[config.mk]
export PLATFORM = sky130hd
export DESIGN_NAME = mem_bus_arbiter
export DESIGN_NICKNAME = d
export VERILOG_FILES = /design/src/rtl/mem_bus_arbiter.sv
export SDC_FILE = /design/constraint.sdc
export NUM_CORES = 1
export LEC_CHECK = 0
export CAP_MARGIN = 25
export CORE_ASPECT_RATIO = 0.9
export CORE_MARGIN = 2
export CORE_UTILIZATION = 35
export CTS_CLUSTER_DIAMETER = 120
export DETAILED_ROUTE_END_ITERATION = 8
export GPL_ROUTABILITY_DRIVEN = 0
export HOLD_SLACK_MARGIN = 0.08
export PLACE_DENSITY = 0.78
export SETUP_SLACK_MARGIN = 0.2
export SYNTH_ARGS = -nofsm -noshare
export SYNTH_HDL_FRONTEND = slang
export SYNTH_SLANG_ARGS = --single-unit
[constraint.sdc]
create_clock -name clk -period 3.57 [get_ports clk]
set_input_delay 1.071 -clock clk [delete_from_list [all_inputs] [get_ports clk]]
set_output_delay 1.071 -clock clk [all_outputs]
set_load 0.02 [all_outputs]
[src/rtl/mem_bus_arbiter.sv]
`default_nettype none
// ============================================================================
// Module  : mem_bus_arbiter
// Brief   : Shares one memory command/read port between I-cache refills and
//           D-cache refills/write-throughs, one transaction at a time.
// Revision: 1.0
// ============================================================================
module mem_bus_arbiter #(
  parameter int ADDR_W    = 32,
  parameter int DATA_W    = 32,
  parameter int BURST_LEN = 4
) (
  input  logic                clk,
  input  logic                rst,
  input  logic                i_req,
  input  logic [ADDR_W-1:0]   i_addr,
  output logic [DATA_W-1:0]   i_rdata,
  output logic                i_rvalid,
  output logic                i_done,
  input  logic                d_req,
  input  logic                d_we,
  input  logic [ADDR_W-1:0]   d_addr,
  input  logic [DATA_W-1:0]   d_wdata,
  input  logic [DATA_W/8-1:0] d_wstrb,
  output logic [DATA_W-1:0]   d_rdata,
  output logic                d_rvalid,
  output logic                d_done,
  output logic                mem_req,
  output logic                mem_we,
  output logic [ADDR_W-1:0]   mem_addr,
  output logic [4:0]          mem_len,
  output logic [DATA_W-1:0]   mem_wdata,
  output logic [DATA_W/8-1:0] mem_wstrb,
  input  logic                mem_ready,
  input  logic [DATA_W-1:0]   mem_rdata,
  input  logic                mem_rvalid,
  output logic                busy,
  output logic [1:0]          grant
);

  localparam int CNT_W    = $clog2(BURST_LEN);
  localparam int LINE_OFF = CNT_W + 2;
  localparam int STRB_W   = DATA_W / 8;

  localparam logic [1:0] c_st_idle = 2'd0;
  localparam logic [1:0] c_st_addr = 2'd1;
  localparam logic [1:0] c_st_data = 2'd2;
  localparam logic [1:0] c_st_done = 2'd3;

  localparam logic [ADDR_W-1:0] c_line_mask = {ADDR_W{1'b1}} << LINE_OFF;
  localparam logic [ADDR_W-1:0] c_word_mask = {ADDR_W{1'b1}} << 2;
  localparam logic [CNT_W-1:0]  c_last_beat = CNT_W'(BURST_LEN - 1);
  localparam logic [4:0]        c_burst_len = 5'(BURST_LEN);

  logic [1:0]        r_state;
  logic [1:0]        w_next_state;
  logic              r_owner_d;
  logic              r_last_d;
  logic [ADDR_W-1:0] r_addr;
  logic              r_we;
  logic [DATA_W-1:0] r_wdata;
  logic [STRB_W-1:0] r_wstrb;
  logic [CNT_W-1:0]  r_beat_cnt;
  logic              w_take;
  logic              w_grant_d;
  logic              w_beat;

  assign w_take    = (r_state == c_st_idle) && (i_req || d_req);
  // D wins a tie unless it also won the previous grant.
  assign w_grant_d = d_req && (!i_req || !r_last_d);
  assign w_beat    = (r_state == c_st_data) && mem_rvalid;

  always_ff @(posedge clk or posedge rst) begin
    if (rst) begin
      r_state <= c_st_idle;
    end else begin
      r_state <= w_next_state;
    end
  end

  always_comb begin
    w_next_state = r_state;
    case (r_state)
      c_st_idle: if (i_req || d_req) w_next_state = c_st_addr;
      c_st_addr: if (mem_ready) w_next_state = r_we ? c_st_done : c_st_data;
      c_st_data: if (mem_rvalid && (r_beat_cnt == c_last_beat)) w_next_state = c_st_done;
      default:   w_next_state = c_st_idle;
    endcase
  end

  always_ff @(posedge clk or posedge rst) begin
    if (rst) begin
      r_owner_d  <= 1'b0;
      r_last_d   <= 1'b0;
      r_addr     <= '0;
      r_we       <= 1'b0;
      r_wdata    <= '0;
      r_wstrb    <= '0;
      r_beat_cnt <= '0;
    end else begin
      if (w_take) begin
        r_owner_d  <= w_grant_d;
        r_last_d   <= w_grant_d;
        r_addr     <= w_grant_d ? d_addr : i_addr;
        r_we       <= w_grant_d && d_we;
        r_wdata    <= w_grant_d ? d_wdata : '0;
        r_wstrb    <= w_grant_d ? d_wstrb : '0;
        r_beat_cnt <= '0;
      end else if (w_beat) begin
        r_beat_cnt <= r_beat_cnt + CNT_W'(1);
      end
    end
  end

  always_comb begin
    i_rdata   = '0;
    i_rvalid  = 1'b0;
    i_done    = 1'b0;
    d_rdata   = '0;
    d_rvalid  = 1'b0;
    d_done    = 1'b0;
    mem_req   = 1'b0;
    mem_we    = 1'b0;
    mem_addr  = '0;
    mem_len   = '0;
    mem_wdata = '0;
    mem_wstrb = '0;
    busy      = (r_state != c_st_idle);
    grant     = busy ? (r_owner_d ? 2'b10 : 2'b01) : 2'b00;
    case (r_state)
      c_st_addr: begin
        mem_req = 1'b1;
        if (r_we) begin
          mem_we    = 1'b1;
          mem_addr  = r_addr & c_word_mask;
          mem_len   = 5'd1;
          mem_wdata = r_wdata;
          mem_wstrb = r_wstrb;
        end else begin
          mem_addr = r_addr & c_line_mask;
          mem_len  = c_burst_len;
        end
      end
      c_st_data: begin
        if (mem_rvalid) begin
          if (r_owner_d) begin
            d_rdata  = mem_rdata;
            d_rvalid = 1'b1;
          end else begin
            i_rdata  = mem_rdata;
            i_rvalid = 1'b1;
          end
        end
      end
      c_st_done: begin
        d_done = r_owner_d;
        i_done = !r_owner_d;
      end
      default: ;
    endcase
  end

endmodule
`default_nettype wire

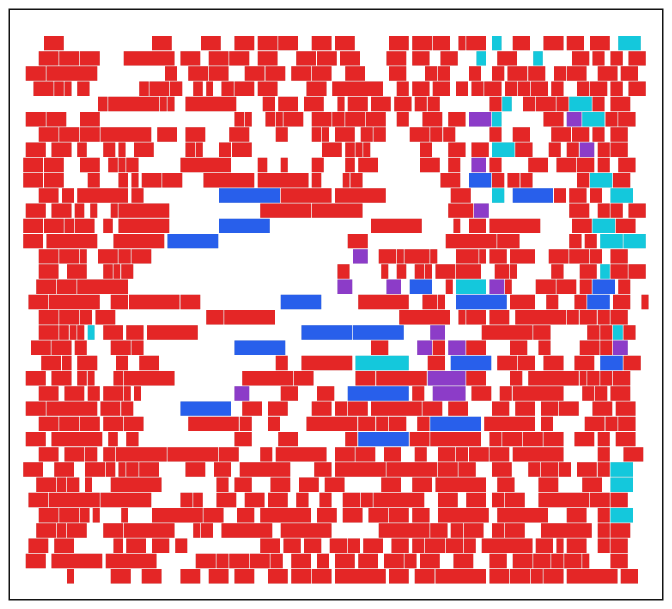
*Cell sizes after repair*
| colour | size | cells | most used |
|---|---|---|---|
| purple | _3 and _4 cells | 16 | buf_4 |
| red | _0 and _1 cells | 620 | clkdlybuf4s50_1 |
| cyan | _2 cells | 23 | clkdlybuf4s15_2 |
| blue | _6 and larger | 19 | clkbuf_16 |

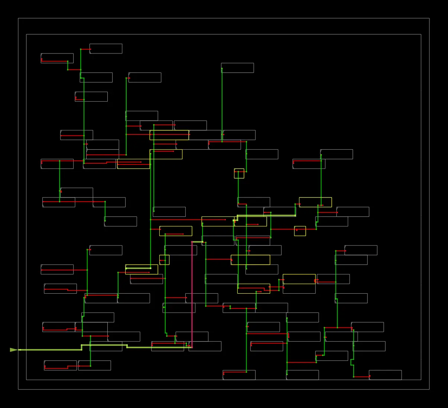
*Clock wiring as the flow saved it*
registers: 72
worst-skew pair later-pin latency: 320 ps
P_clk: 942 uW
Sink Count: 72

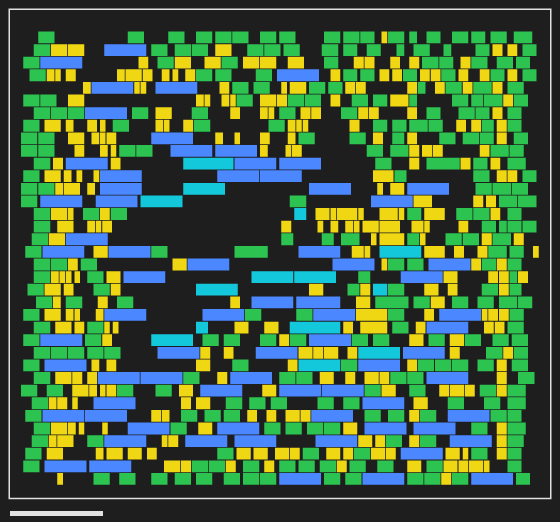
*Cell classes on the final placement*
Scale bar: 20 um.
| colour | class | cells |
|---|---|---|
| blue | flops | 72 |
| cyan | clock drivers and dummy loads | 14 |
| green | other buffers and delay cells | 292 |
| yellow | combinational and other logic | 300 |
fin area: 7170 sq um
row count: 36

==> Yosys cell counts, types with 2 or more instances <==
master,instances
buf_4,10
a22o_1,37
nor2b_1,3
and3_1,39
nand2_1,34
buf_6,2
o21ai_1,30
and2_1,94
ha_1,6
nor2_1,6
buf_2,5
mux2i_1,30
clkbuf_1,24
dfrtp_1,72
mux2_1,2
inv_1,5
==> worst max-delay path, stage by stage <==
cell           delay [ps]
dlygate4sd2_1         240
nand2_2                80
nor2_4                190
buf_4                 170
and2_1                130
dlygate4sd2_1         330
==> cell usage in the layout, fill, tap and decap left out, drive strengths merged <==
| cell | Yosys | routed |
|---|---|---|
| clkdlybuf4s50 | 0 | 208 |
| and2 | 94 | 94 |
| dfrtp | 72 | 72 |
| dlygate4sd2 | 0 | 46 |
| and3 | 39 | 39 |
| a22o | 37 | 37 |
| nand2 | 34 | 34 |
| o21ai | 31 | 31 |
| mux2i | 30 | 30 |
| buf | 17 | 25 |
| clkdlybuf4s15 | 0 | 13 |
| clkbuf | 24 | 9 |
| nor2 | 6 | 6 |
| ha | 6 | 6 |
| conb | 1 | 5 |
| inv | 5 | 5 |
| nor2b | 3 | 3 |
| diode | 0 | 2 |
| mux2 | 2 | 2 |
| clkinvlp | 0 | 2 |
| bufinv | 0 | 2 |
| a21boi | 1 | 1 |
| nand3 | 1 | 1 |
| a21oi | 1 | 1 |
| a21o | 1 | 1 |
| a222oi | 1 | 1 |
| xor2 | 1 | 1 |
| a211oi | 1 | 1 |
| and4 | 1 | 1 |
| clkinv | 0 | 1 |
==> how the worst max path moves through the flow <==
stage	startpoint	endpoint	slack [ps]	cells past startpoint
global route	r_state[1]$_DFFE_PP0P_	mem_wstrb[2]	200	5
CTS	r_state[1]$_DFFE_PP0P_	mem_wdata[6]	260	5
floorplan	mem_rvalid	i_rdata[22]	550	4
detailed placement	mem_rvalid	i_rdata[26]	-290	6
finish	mem_rvalid	i_rdata[4]	290	6
global placement	mem_rvalid	i_rdata[22]	-270	6
==> metrics by stage <==
step | total power [mW] | setup TNS (ps) | utilization
finish | 4.46 | 0 | 0.655
global route | 4.76 | 0 | 0.655
CTS | 4.50 | 0 | 0.655
detailed placement | 3.55 | -13890 | 0.628
global placement | 3.48 | -12770 | 0.628
floorplan | 2.62 | 0 | -
==> state kept, by name, summed over array words and instances (netlist names) <==
signal and flops:
r_wdata 32, r_addr 30, r_wstrb 4, r_beat_cnt 2
r_state 2, r_last_d 1, r_we 1
==> metal layers <==
| layer | global-route usage | vias up |
|---|---|---|
| met5 | 0 | - |
| met4 | 0.0816 | 0 |
| met3 | 0.0731 | 24 |
| met2 | 0.407 | 182 |
| met1 | 0.253 | 1943 |
| li1 | - | 1914 |
==> power by group <==
part           total, mW  switching (mW)  internal, mW
Clock              0.942           0.337         0.605
Sequential          1.39           0.228          1.16
Combinational       2.13            1.11          1.01
==> cells by family (layout without fill, tap and decap cells) <==
logic type      after synthesis  after routing
simple gates                178            178
compound gates               73             73
flops                        72             72
buf+inv                      46            311
mux                          32             32
fa+ha+maj                     6              6
other cells                   1              7
xor+xnor                      1              1
==> results.txt <==
Status: complete, no violations
Wire per inst: 17.0 um
Top non-seq family: simple AND/OR/NAND/NOR gates
Share of the clock period used by the worst path: 0.920
FA/HA/MAJ Cells, Area Fraction: 0.0189
R2R depth: 5
Crit path time final: 3280 ps
Placement Cell Area: 6870 sq um
H-tree depth: 3
Hold WC Path Type: register to register
I/O pins: 285
Area of the mapped netlist: 3980 sq um
Slew Limit Fails: 0
GRT Residual Overflow: 0
Comb/total area: 0.278
Hold Violations, Final: 0
Mux share: 0.0811
Via density: 4.88
Simple share: 0.255
Clock buf count: 9
Clk_skew: 8.10 ps
Met2 WL: 7400 um
Logic Gate Count: 295
RSZ-0062 raised after global routing: true
Biggest area consumer among synthesized cells: dfrtp_1
CTS max path bufs: 2
Initial antenna violation count: 2
Crit end category: primary output
Port-buffer cells: 275
Ys flops: 72
Via count: 4,063
Worst-Margin Slew: 647 ps
RR Startpoint: r_state[1]$_DFFE_PP0P_
Die width: 116 um
Hpwl dp: 10,400 um
Avg Inst Size Synth: 9.74 sq um
Routed length on met3: 1290 um
Reg2Reg Capture Point: r_state[1]$_DFFE_PP0P_
Top Layer Used: met4
Signal buf overhead: 0.398
Antenna Nets Post-Route: 0
Inverters: 5
Startpoint Class: input pin
Resized cells post-CTS: 127
Commonest flop: dfrtp_1
Nets: 820
Flop area: 1800 sq um
Clock-pin slew on the worst setup and hold paths: 50 ps
Hold Path Stages: 2
Post-Route M1 WL: 5040 um
Comb area: 1990 sq um
Seq/total area: 0.251
Aoi share: 0.132
Area of the core: 10,900 sq um
Die Y: 105 um
Non-Filler Instances: 832
Initial Util: 0.364
Count of final setup violators: 0
Yosys top cell area share: 0.452
DP Cell Count: 811
Starting DRT DRC Count: 192
Largest net degree at the start of global routing: 99
GRT Total Usage: 0.229
Antenna diodes: 2
Hold path endpoint: r_addr[17]$_DFFE_PP0P_
Synth-to-Final Area Change: 80.1%
MaxCap Viol Count: 0
Xor/xnor share: 0.00220
YS chip area: 3980 sq um
Main area contributors: dfrtp_1 45%, and2_1 15%, a22o_1 8.1%
CTS Root Cell: clkbuf_16
Pwr Density: 622 nW/um^2
Ys async rst share: 1.00
First-pass GRT wire length: 21,800 um
R2R Setup Slk: 1720 ps
Pleak: 3.46 nW
Post-CTS setup buffers: 2
Die area: 12,200 sq um
DRC errors left: 0
Drt pass-1 iters: 5
Critical path class: input pin to primary output
Hold buffers post-CTS: 0
Share of cells above drive strength 1: 0.0855
Final hold slack: 472 ps
Endpoint required time on the critical path: 2500 ps
CTS tree: yes
Clock network share of area: 0.0431
Fmax: 304 MHz
Cells in synth_stat.txt: 409
Wirelength, routed: 14,200 um
Tool warning count: 35
Pre-CTS WS: -290 ps
Signal buffers: 292
Total CTS buffers: 9
Unique cell types: 26
Syn. warnings: 0
Post-synth EDFFs: 0
Cells after Synth: 409
Worst-case vdd ir drop: 0.301 mV
FILL cells: 924
TAP cells: 152
Worst min-delay path startpoint: r_addr[17]$_DFFE_PP0P_
Final setup margin: 286 ps
Vias in the first global route: 4,032
Largest cell class: non-clock buffers
Synth Seq Share: 0.452
Relative slew slack: 0.568
CP max FO: 6
Crit path DAT: 2210 ps
No activity file was given, so power comes from the tool's default toggle rates.
